$ cat config.mk
export PLATFORM = sky130hd
export DESIGN_NAME = dom_indep_mul_pipe
export DESIGN_NICKNAME = d
export VERILOG_FILES = /design/src/rtl/dom_indep_mul_pipe.sv
export SDC_FILE = /design/constraint.sdc
export NUM_CORES = 1
export LEC_CHECK = 0
export CAP_MARGIN = 0
export CORE_AREA = 2 2 39 41
export CTS_CLUSTER_DIAMETER = 60
export DETAILED_ROUTE_END_ITERATION = 10
export DIE_AREA = 0 0 41 43
export PLACE_DENSITY_LB_ADDON = 0.25
export SLEW_MARGIN = 5
export SYNTH_ARGS = -nofsm -noshare
export SYNTH_HDL_FRONTEND = slang
export SYNTH_SLANG_ARGS = --single-unit
$ cat constraint.sdc
create_clock -name clk -period 1.6 [get_ports clk]
set_input_delay 0.32 -clock clk [delete_from_list [all_inputs] [get_ports clk]]
set_output_delay 0.32 -clock clk [all_outputs]
set_load 0.005 [all_outputs]
$ cat src/rtl/dom_indep_mul_pipe.sv
// -----------------------------------------------------------------------------
// dom_indep_mul_pipe
//
// Purpose:
//   Order-d masked AND gadget in domain-oriented-masking (DOM) style with
//   independent inputs. It multiplies WIDTH parallel bit lanes, and each
//   operand is split into SHARES = d+1 Boolean shares. Every cross-domain
//   product is remasked with one fresh random bit before it is registered.
//   Compression (the XOR of the terms into the output shares) is a pure XOR
//   tree that reads only stage-1 register outputs. This keeps domains
//   separated until the register boundary.
//
// Parameters:
//   SHARES  number of shares per operand (order d = SHARES-1), legal 2..8
//   WIDTH   number of independent bit lanes
//
// Ports:
//   clk        rising-edge clock for all registers
//   rst        asynchronous, active-high reset (released at a clk edge)
//   en         pipeline advance; when low, every register holds its value
//   in_valid   port_a/port_b/port_r carry an operation this cycle
//   port_a     operand a, share s / lane l at bit s*WIDTH+l
//   port_b     operand b, same layout
//   port_r     fresh randomness, pair k / lane l at bit k*WIDTH+l,
//              NR = SHARES*(SHARES-1)/2 pairs
//   out_valid  port_c holds a valid result
//   port_c     shared product c = a & b, same layout as port_a
//
// Configuration macro:
//   DOM_MUL_OUT_REG_EN  when defined, adds an output register behind the
//                       compression XOR. Latency becomes 2 cycles, and
//                       XOR-tree glitches never reach the outputs.
//                       When undefined, port_c is combinational from the
//                       stage-1 registers and latency is 1 cycle.
// -----------------------------------------------------------------------------
module dom_indep_mul_pipe #(
  parameter  int SHARES = 2,
  parameter  int WIDTH  = 1,
  localparam int NR     = SHARES * (SHARES - 1) / 2,
  localparam int SW     = SHARES * WIDTH
) (
  input  logic                clk,
  input  logic                rst,
  input  logic                en,
  input  logic                in_valid,
  input  logic [SW-1:0]       port_a,
  input  logic [SW-1:0]       port_b,
  input  logic [NR*WIDTH-1:0] port_r,
  output logic                out_valid,
  output logic [SW-1:0]       port_c
);

  // One WIDTH-bit term per (i, j) share pair, including the inner terms i==j.
  localparam int NT = SHARES * SHARES;

  // Index of the random bit shared by domains i<j. Pairs are enumerated
  // row-major over the upper triangle.
  function automatic int pair_idx(input int i, input int j);
    return i * SHARES - i * (i + 1) / 2 + (j - i - 1);
  endfunction

  // Bit offset of term t_ij in the flat term vector.
  function automatic int term_base(input int i, input int j);
    return (i * SHARES + j) * WIDTH;
  endfunction

  logic [NT*WIDTH-1:0] t_d;
  logic [NT*WIDTH-1:0] t_q;
  logic                v1;
  logic [SW-1:0]       c_comb;

  // ---------------------------------------------------------------------------
  // Stage-1 term generation. Each term involves at most two domains and one
  // random bit. No XOR between different terms happens before the register.
  // ---------------------------------------------------------------------------
  always_comb begin
    // NOTE: every variable written here gets a default first, so no path
    // can leave it unassigned and infer a latch.
    t_d = '0;
    for (int i = 0; i < SHARES; i++) begin
      for (int j = 0; j < SHARES; j++) begin
        if (i == j) begin
          t_d[term_base(i, j) +: WIDTH] = port_a[i*WIDTH +: WIDTH] & port_b[i*WIDTH +: WIDTH];
        end else if (i < j) begin
          t_d[term_base(i, j) +: WIDTH] = (port_a[i*WIDTH +: WIDTH] & port_b[j*WIDTH +: WIDTH])
                                        ^ port_r[pair_idx(i, j)*WIDTH +: WIDTH];
        end else begin
          // t_ij with i>j reuses the random bit of pair (j, i). Together with
          // t_ji, this makes the remask cancel in the unmasked sum.
          t_d[term_base(i, j) +: WIDTH] = (port_a[i*WIDTH +: WIDTH] & port_b[j*WIDTH +: WIDTH])
                                        ^ port_r[pair_idx(j, i)*WIDTH +: WIDTH];
        end
      end
    end
  end

  // ---------------------------------------------------------------------------
  // Stage-1 registers. Data loads on every en cycle, whatever in_valid is.
  // in_valid only qualifies the result through v1.
  // ---------------------------------------------------------------------------
  always_ff @(posedge clk or posedge rst) begin
    // NOTE: the term bank is a plain register file of flops, not a RAM, so
    // it is cleared on reset like any other state. Reset leaves no
    // previously masked data behind.
    if (rst) begin
      t_q <= '0;
      v1  <= 1'b0;
    end else if (en) begin
      // NOTE: sequential state uses non-blocking assignments, so every
      // register samples its pre-edge inputs regardless of statement order.
      t_q <= t_d;
      v1  <= in_valid;
    end
  end

  // ---------------------------------------------------------------------------
  // Compression: c_i = t_ii ^ XOR_{j != i} t_ij. The tree reads only
  // registered terms, so every random bit has already been folded in.
  // ---------------------------------------------------------------------------
  always_comb begin
    c_comb = '0;
    for (int i = 0; i < SHARES; i++) begin
      for (int j = 0; j < SHARES; j++) begin
        c_comb[i*WIDTH +: WIDTH] = c_comb[i*WIDTH +: WIDTH] ^ t_q[term_base(i, j) +: WIDTH];
      end
    end
  end

`ifdef DOM_MUL_OUT_REG_EN
  // ---------------------------------------------------------------------------
  // Optional output stage. It blocks XOR-tree glitches from the outputs and
  // adds one cycle of latency. It uses the same enable and reset as stage 1.
  // ---------------------------------------------------------------------------
  logic [SW-1:0] c_q;
  logic          v2;

  always_ff @(posedge clk or posedge rst) begin
    if (rst) begin
      c_q <= '0;
      v2  <= 1'b0;
    end else if (en) begin
      c_q <= c_comb;
      v2  <= v1;
    end
  end

  assign port_c    = c_q;
  assign out_valid = v2;
`else
  assign port_c    = c_comb;
  assign out_valid = v1;
`endif

endmodule

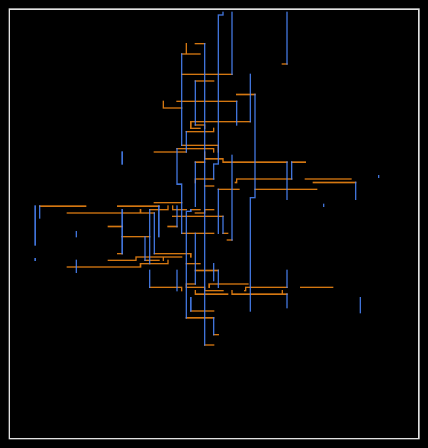
Figure 1: metal layers overlaid.
Only two layers are drawn.
- orange: met1 (wire length 190 um)
- blue: met2 (wire length 201 um)
final wirelength: 438 um
wire per inst: 7.96 um
GRT Total Usage: 7.87%
Via Count: 207

==> impl_metrics.env <==
# yosys + openroad results
export IMPL_dieArea_sq_um=1760
export IMPL_rows=14
export IMPL_finClkSkew_ns=0
export IMPL_slew_headroom_pct=87.6
export IMPL_clk_pin_slew_worst_paths_ns=0.04
export IMPL_period_used_pct=87.3
export IMPL_power_per_cell_area_nw_per_um2=898
export IMPL_final_layout_top_logic_cells="clkdlybuf4s50_1, dfrtp_1, inv_1, clkbuf_4"
export IMPL_ys_seq_share_pct=49.0
export IMPL_die_w_um=41
export IMPL_ys_warn_count=0
export IMPL_numClockSinks=5
export IMPL_syn_area_sq_um=255
export IMPL_status="completed"
export IMPL_p_sw_mw=0.0827
export IMPL_drv_slew=0
export IMPL_p_int_mw=0.281
export IMPL_ys_cells=24
export IMPL_clk_latency_ns=0.24
export IMPL_maxCapViolations=0
export IMPL_viasPerCell=3.76
export IMPL_worst_hold_slack_ns=0.281
export IMPL_fill_cells=151
export IMPL_synth_cell_types=11
export IMPL_max_freq_ghz=0.716
export IMPL_flop_area_sq_um=125
export IMPL_ioPinCount=12
export IMPL_cp_arrival_ns=1.08
export IMPL_area_leaders="dfrtp_1, a21bo_1, xor2_1, mux2_4, nand3b_1"
export IMPL_drive_above_1_share_pct=12.8
export IMPL_crit_path_top_delay_cell="clkdlybuf4s50_1"
export IMPL_synth_cells=24
export IMPL_hp_class="primary input to async pin"
export IMPL_fin_tns_setup_ns=0
export IMPL_powerComb_mw=0.0715
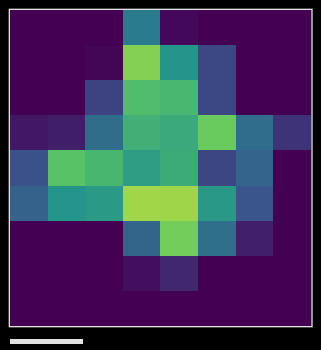
Figure 2: cell area per tile.
Scale bar: 10 um. The die is cut into 8 by 9 equal tiles; dark purple is low, yellow is high, 0 to 100% covered.
- emptiest ninth of the die: south-west
- densest ninth of the die: center
- tiles over 75% full: 6.9%
- mean over tiles: 22%
- nearly empty tiles: 49%
Final Util: 29.3%
Core Box Area: 1380 sq um
fp_density: 18.4%

[worst paths after layout]
check / from / slack [ns] / endpoint / cells past startpoint
hold reg to reg: out_valid / 0.51 / out_valid / 1
setup / recovery: out_valid / 0.20 / out_valid / 1
setup reg to reg: out_valid / 0.85 / out_valid / 1
max in group asynchronous: rst / 1.15 / t_q[1] / 2
min in group clk: out_valid / 0.51 / out_valid / 1
hold / removal: rst / 0.28 / t_q[3] / 2
[metal layers]
layer | wire length (um) | track usage (%)
met3 | 47 | 2.09
met4 | 0 | 12.0
met2 | 200 | 9.06
met1 | 190 | 8.82
met5 | 0 | 0
[final cells by class]
cell class / count / area share, %
sequential: 5 / 30.9
timing repair buffer: 12 / 28.4
multi-input combinational: 15 / 26.5
clock buffer: 4 / 6.48
tap: 16 / 4.94
inverter: 3 / 2.78
[Yosys cell counts]
master	count
a31oi_1	2
nand3b_1	2
nor2_1	2
o21ai_0	2
xor2_1	2
buf_6	1
a21bo_1	2
dfrtp_1	5
inv_1	3
nand3_1	2
mux2_4	1
[metrics by stage]
| step | std cells | total power [mW] | utilization [%] |
|---|---|---|---|
| floorplan | 24 | 0.179 | - |
| global placement | 51 | 0.227 | 27.6 |
| detailed placement | 51 | 0.228 | 27.6 |
| CTS | 55 | 0.374 | 29.3 |
| global route | 55 | 0.390 | 29.3 |
| finish | 55 | 0.364 | 29.3 |
[kinds of logic after synthesis]
group	after synthesis	synth area share [%]
and+or+nand+nor	6	12.7
muxes	1	5.88
DFF	5	49.0
AOI/OAI and AO/OA	6	16.7
buffers and inverters	4	8.82
xor gates and xnor gates	2	6.86
[state kept, by name, indices dropped and copies added, names as in the netlist]
register	cells
out_valid	1
t_q	4
[timing repair]
item,in CTS,in global routing
setup endpoints to repair,2,0
gates resized,2,0
hold buffers,0,0
setup buffers,0,0
Power is estimated from default activity; no workload was simulated.
